Figure 1. Wire density map (run 1).
The bar under the picture is 50 um long. The die is cut into 28 by 28 equal tiles; white is low, dark blue is high, scaled to the fullest tile. Values are wire area over tile area, all layers added.
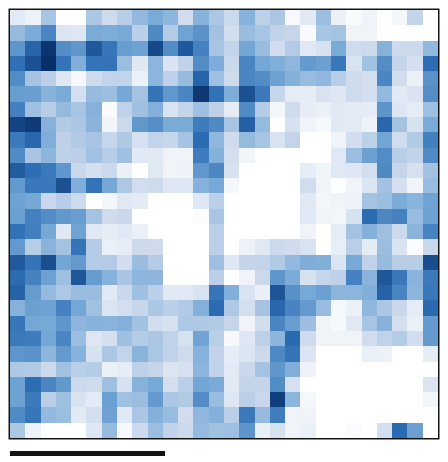
Figure 2. Clock wires, drivers and flops (run 1).
The bar under the picture is 50 um long.
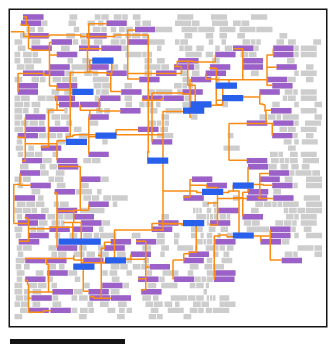
Figure 3. Clock nets (run 1).
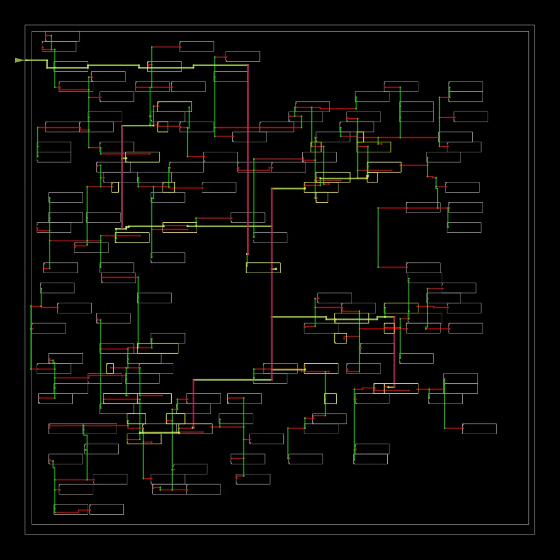
Figure 4. A small window of the routed layout (run 1).
Window x 49 to 89, y 49 to 89 um. Cells in gray, sequential cells in the stronger gray; small squares are vias.
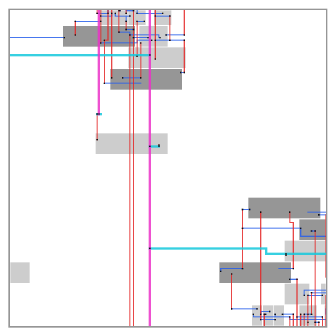
File: config.mk
export PLATFORM = sky130hd
export DESIGN_NAME = mem_access_stage
export DESIGN_NICKNAME = d
export VERILOG_FILES = /design/src/rtl/mem_stage_pkg.sv /design/src/rtl/mem_timeout_ctr.sv /design/src/rtl/mem_access_stage.sv
export SDC_FILE = /design/constraint.sdc
export NUM_CORES = 1
export LEC_CHECK = 0
export CAP_MARGIN = 20
export CORE_MARGIN = 1.5
export CORE_UTILIZATION = 30
export DETAILED_ROUTE_END_ITERATION = 10
export PLACE_DENSITY_LB_ADDON = 0.2
export SLEW_MARGIN = 40
export SYNTH_ARGS = -nofsm -noshare
export SYNTH_HDL_FRONTEND = slang
export SYNTH_SLANG_ARGS = --single-unit
File: constraint.sdc
create_clock -name clk -period 2.4 [get_ports clk]
set_input_delay 0.24 -clock clk [delete_from_list [all_inputs] [get_ports clk]]
set_output_delay 0.24 -clock clk [all_outputs]
set_load 0.1 [all_outputs]
File: src/rtl/mem_stage_pkg.sv
// Shared types and widths for the memory-access pipeline stage.
package mem_stage_pkg;

    localparam int unsigned DATA_W     = 48;
    localparam int unsigned REG_ADDR_W = 4;

    typedef enum logic [1:0] {
        IDLE = 2'd0,
        REQ  = 2'd1,
        DONE = 2'd2
    } mem_state_t;

endpackage

File: src/rtl/mem_timeout_ctr.sv
// Cycle counter that bounds how long an access may wait for mem_ack.
module mem_timeout_ctr #(
    parameter int unsigned TERMINAL = 64
) (
    input  logic clk,
    input  logic rst,
    input  logic clr_i,
    input  logic en_i,
    output logic tc_c
);

    localparam int unsigned CNT_W = (TERMINAL > 2) ? $clog2(TERMINAL) : 1;

    logic [CNT_W-1:0] cnt_q;
    logic [CNT_W-1:0] cnt_d;

    // Clear dominates enable.
    always_comb begin
        cnt_d = cnt_q;
        if (clr_i) begin
            cnt_d = '0;
        end else if (en_i) begin
            cnt_d = cnt_q + CNT_W'(1);
        end
    end

    always_ff @(posedge clk or negedge rst) begin
        if (!rst) begin
            cnt_q <= '0;
        end else begin
            cnt_q <= cnt_d;
        end
    end

    assign tc_c = en_i && (cnt_q == CNT_W'(TERMINAL - 1));

endmodule

File: src/rtl/mem_access_stage.sv
// Memory stage: sequences one req/ack data-memory access per load/store,
// stalls the front end meanwhile and aborts hung accesses via a watchdog.
module mem_access_stage
    import mem_stage_pkg::*;
#(
    parameter int unsigned ADDR_W  = 16,
    parameter int unsigned TIMEOUT = 64
) (
    input  logic                  clk,
    input  logic                  rst,
    input  logic                  validE,
    input  logic [DATA_W-1:0]     ALUOutE,
    input  logic [DATA_W-1:0]     WriteDataE,
    input  logic [REG_ADDR_W-1:0] WA3E,
    input  logic                  PCSrcE,
    input  logic                  regWriteE,
    input  logic                  memToRegE,
    input  logic                  memWriteE,
    output logic                  mem_req,
    output logic                  mem_we,
    output logic [ADDR_W-1:0]     mem_addr,
    output logic [DATA_W-1:0]     mem_wdata,
    input  logic                  mem_ack,
    input  logic [DATA_W-1:0]     mem_rdata,
    output logic [DATA_W-1:0]     RD,
    output logic [DATA_W-1:0]     ALUOutM,
    output logic [REG_ADDR_W-1:0] WA3M,
    output logic                  PCSrcM,
    output logic                  regWriteM,
    output logic                  memToRegM,
    output logic                  stallM,
    output logic                  mem_err
);

    mem_state_t state_q, state_d;

    logic              req_q, req_d;
    logic              we_q, we_d;
    logic [ADDR_W-1:0] addr_q, addr_d;
    logic [DATA_W-1:0] wdata_q, wdata_d;
    logic [DATA_W-1:0] rdata_q, rdata_d;
    logic              err_q, err_d;
    logic              abort_q, abort_d;

    logic memop;
    logic ctr_clr;
    logic ctr_en;
    logic ctr_tc;

    assign memop   = validE & (memToRegE | memWriteE);
    assign ctr_en  = (state_q == REQ);
    assign ctr_clr = (state_q != REQ) | mem_ack | ctr_tc;

    mem_timeout_ctr #(
        .TERMINAL (TIMEOUT)
    ) u_timeout_ctr (
        .clk   (clk),
        .rst   (rst),
        .clr_i (ctr_clr),
        .en_i  (ctr_en),
        .tc_c  (ctr_tc)
    );

    always_ff @(posedge clk or negedge rst) begin
        if (!rst) begin
            state_q <= IDLE;
        end else begin
            state_q <= state_d;
        end
    end

    // Next state plus the request/response holding registers.
    always_comb begin
        state_d = state_q;
        req_d   = req_q;
        we_d    = we_q;
        addr_d  = addr_q;
        wdata_d = wdata_q;
        rdata_d = rdata_q;
        err_d   = err_q;
        abort_d = abort_q;
        case (state_q)
            IDLE: begin
                if (memop) begin
                    state_d = REQ;
                    req_d   = 1'b1;
                    we_d    = memWriteE;
                    addr_d  = ALUOutE[ADDR_W-1:0];
                    wdata_d = WriteDataE;
                    abort_d = 1'b0;
                end
            end
            REQ: begin
                // An ack in the terminal cycle still completes normally.
                if (mem_ack) begin
                    state_d = DONE;
                    req_d   = 1'b0;
                    rdata_d = memWriteE ? '0 : mem_rdata;
                end else if (ctr_tc) begin
                    state_d = DONE;
                    req_d   = 1'b0;
                    rdata_d = '0;
                    err_d   = 1'b1;
                    abort_d = 1'b1;
                end
            end
            DONE: begin
                state_d = IDLE;
            end
            default: begin
                state_d = IDLE;
            end
        endcase
    end

    always_ff @(posedge clk or negedge rst) begin
        if (!rst) begin
            req_q   <= 1'b0;
            we_q    <= 1'b0;
            addr_q  <= '0;
            wdata_q <= '0;
            rdata_q <= '0;
            err_q   <= 1'b0;
            abort_q <= 1'b0;
        end else begin
            req_q   <= req_d;
            we_q    <= we_d;
            addr_q  <= addr_d;
            wdata_q <= wdata_d;
            rdata_q <= rdata_d;
            err_q   <= err_d;
            abort_q <= abort_d;
        end
    end

    // MEM/WB-facing outputs; controls become a bubble whenever stalled.
    always_comb begin
        ALUOutM   = ALUOutE;
        WA3M      = WA3E;
        RD        = '0;
        stallM    = 1'b0;
        PCSrcM    = PCSrcE & validE;
        regWriteM = regWriteE & validE;
        memToRegM = memToRegE & validE;
        case (state_q)
            IDLE: begin
                if (memop) begin
                    stallM    = 1'b1;
                    PCSrcM    = 1'b0;
                    regWriteM = 1'b0;
                    memToRegM = 1'b0;
                end
            end
            REQ: begin
                stallM    = 1'b1;
                PCSrcM    = 1'b0;
                regWriteM = 1'b0;
                memToRegM = 1'b0;
            end
            DONE: begin
                RD        = rdata_q;
                regWriteM = regWriteE & validE & ~abort_q;
            end
            default: begin
                stallM = 1'b0;
            end
        endcase
        // Reset must quiet the hazard unit and MEM/WB without waiting for a clock.
        if (!rst) begin
            stallM    = 1'b0;
            PCSrcM    = 1'b0;
            regWriteM = 1'b0;
            memToRegM = 1'b0;
        end
    end

    assign mem_req   = req_q;
    assign mem_we    = we_q;
    assign mem_addr  = addr_q;
    assign mem_wdata = wdata_q;
    assign mem_err   = err_q;

endmodule

==> flow_metrics.env, run 1 <==
# implementation run metrics
export IMPL_flop_area_um2=3100
export IMPL_syn_nets=569
export IMPL_rows=49
export IMPL_syn_area_um2=5440
export IMPL_final_comb_area_um2=1820
export IMPL_setup_viol_count_final=0
export IMPL_port_buffers=254
export IMPL_root_buffer="clkbuf_16"
export IMPL_grt_max_degree=124
export IMPL_top_power_group="combinational logic"
export IMPL_xor_share=0.00483
export IMPL_h_tree_depth=4
export IMPL_die_area_um2=19000
export IMPL_clockBufferDepth=2
export IMPL_finalMaxSlewViolations=0
export IMPL_holdWs_ps=222
export IMPL_adder_share=0.00230
export IMPL_place_ws_ps=279
export IMPL_cts_clk_slew_worst_paths_ps=50
export IMPL_ys_top_logic_family="multiplexers"
export IMPL_status="completed"
export IMPL_postCtsSetupRepairBufs=0
export IMPL_top_layer="met4"
export IMPL_fillers=1566
export IMPL_clk_latency_ps=410
export IMPL_buffers=263
export IMPL_ys_chip_area_um2=5440
export IMPL_yosys_top_cells_count="124 x dfrtp_1, 65 x mux2_2, 52 x buf_4"
export IMPL_synth_seq_share=0.570
export IMPL_p_sw_w=0.00546
export IMPL_grt_pass1_wl_um=22500
export IMPL_maxCapViolCount=0
export IMPL_yosys_warnings=0
export IMPL_p_per_area_nw_per_um2=1280
-- Figure 1 (at the start) --
nearly empty tiles = 14%
fullest tile = 0.41
tiles over half the peak = 23%
mean over tiles = 0.13

-- Figure 2 (at the start) --
blue -> cells driving clock nets  # count 17
purple -> flip-flops  # count 124
orange -> clock wires  # length 1,740 um
routed clock nets = 18

-- Figure 3 (at the start) --
P_clk: 0.00244 W
Clock Skew: 8.64 ps
seq_cells: 124
CTS Sinks: 124
clk_buf instances: 19

-- Figure 4 (at the start) --
cyan -> met3
blue -> met1
red -> met2
magenta -> met4
sequential cells in the window = 4
netlist names of flops here include = rdata_q (2), u_timeout_ctr.cnt_q (2)
cells with their middle in the window = 16
most frequent = dfrtp_1 (4)

==> run 1: layout by cell type (no fill, tap or decap), types with 2 or more instances in the layout <==
cell type and instances:
dfrtp_1 124, nand2_1 3, clkinv_2 3, nand3_1 2, clkbuf_8 2, clkbuf_16 17
or3_1 2, nor2_1 6, clkdlybuf4s50_1 118, nor3_1 3, and2_1 49, xor2_1 2
buf_4 88, mux2_2 65, buf_12 54, inv_1 2, clkinvlp_4 5, a32o_1 48
o21ai_0 3, inv_6 2, clkinv_4 2
==> run 1: worst max-delay path: stages, from the launching register on <==
cell     delay (ps)
dfrtp_1         530
nor2b_4         200
buf_4           350
and2_1          270
buf_12          190
## Run 2: what changed since run 1
--- a/config.mk
+++ b/config.mk
@@ -8,6 +8,7 @@
 export CAP_MARGIN = 20
 export CORE_MARGIN = 1.5
 export CORE_UTILIZATION = 30
+export CTS_BUF_LIST = sky130_fd_sc_hd__clkbuf_4 sky130_fd_sc_hd__clkbuf_8
 export DETAILED_ROUTE_END_ITERATION = 10
 export PLACE_DENSITY_LB_ADDON = 0.2
 export SLEW_MARGIN = 40
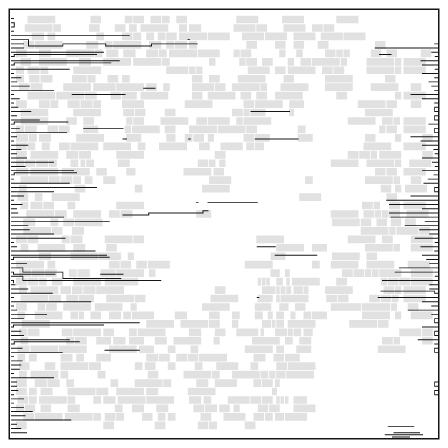
Figure 5: run 2, M3 wires.
Cells faint in the background.
nets with wire on the layer = 167
longest straight run = 44.4 um
wire length on this layer = 1,620 um

==> flow_metrics.env, run 2 <==
# implementation run metrics
export IMPL_syn_area_um2=5440
export IMPL_rows=49
export IMPL_xor_share=0.00483
export IMPL_holdWs_ps=205
export IMPL_top_layer="met4"
export IMPL_root_buffer="clkbuf_8"
export IMPL_grt_max_degree=124
export IMPL_cts_sinks=124
export IMPL_maxCapViolCount=0
export IMPL_die_area_um2=19000
export IMPL_grt_pass1_wl_um=22300
export IMPL_clk_latency_ps=430
export IMPL_max_stage_delay_ps=530
export IMPL_status="completed"
export IMPL_reg2reg_slack_ps=460
export IMPL_slowest_stage="dfrtp_1"
export IMPL_port_buffers=254
export IMPL_met2_usage=0.260
export IMPL_drive_gt1_frac=0.400
export IMPL_h_tree_depth=4
export IMPL_ys_chip_area_um2=5440
export IMPL_final_cell_mix="124 x dfrtp_1, 118 x clkdlybuf4s50_1, 87 x buf_4"
export IMPL_aoi_share=0.105
export IMPL_crit_cells=4
export IMPL_place_ws_ps=279
export IMPL_ys_top_logic_family="multiplexers"
export IMPL_ys_cells=412
export IMPL_synth_seq_share=0.570
export IMPL_regToRegStartpoint="u_timeout_ctr.cnt_q[0]"
export IMPL_crit_arrival_ps=1910
export IMPL_ys_async_sr_fraction=1.00
export IMPL_finalMaxSlewViolations=0
export IMPL_yosys_top_cells_count="124 x dfrtp_1, 65 x mux2_2, 52 x buf_4"
export IMPL_syn_nets=569
export IMPL_setup_viol_count_final=0
export IMPL_cts_clk_slew_worst_paths_ps=70
export IMPL_path_cells="nor2b_4 > buf_6 > and2_1 > buf_12"
export IMPL_ys_ff=124
export IMPL_fin_ws_ps=255
export IMPL_yosys_warnings=0
export IMPL_grt_pass1_vias=4307
export IMPL_adder_share=0.00230
export IMPL_lay_top_count="dfrtp_1"
export IMPL_postCtsSetupRepairBufs=0
export IMPL_hold_viol_final=0
export IMPL_cts_tree="done"
export IMPL_cp_top_family="flip-flops"
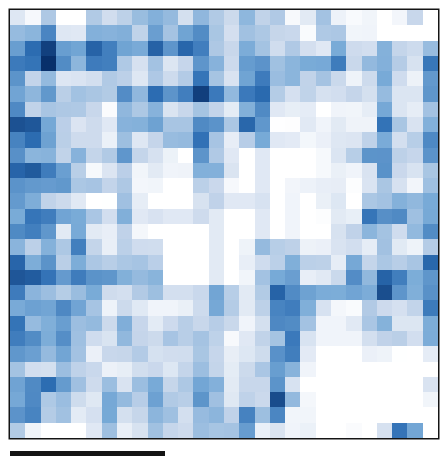
Figure 6: run 2, wire density map.
The bar under the picture is 50 um long. The die is cut into 28 by 28 equal tiles; white is low, dark blue is high, scaled to the fullest tile. Values are wire area over tile area, all layers added.
mean over tiles = 0.13
tiles over half the peak = 20%
nearly empty tiles = 13%

run 2: final cells by class:
class	instances	area, um^2
Tap cell	229	287
Clock buffer	19	262
Inverter	2	7.51
Sequential cell	124	3100
Fill cell	1591	9330
Multi-Input combinational cell	204	1820
Timing Repair Buffer	263	2980
Clock inverter	13	118
run 2: repair_timing:
item,4_1_cts,5_1_grt
endpoints found under the setup margin,0,2
resized,0,1
hold buffers,1,0
endpoints found under the hold margin,36,0
run 2: where the power goes:
| group | switching (W) | internal [W] | total [W] |
|---|---|---|---|
| combinational | 0.00414 | 0.00148 | 0.00562 |
| clock | 0.000864 | 0.000875 | 0.00174 |
| sequential | 0.000357 | 0.00276 | 0.00312 |
Power is estimated from default activity; no workload was simulated.
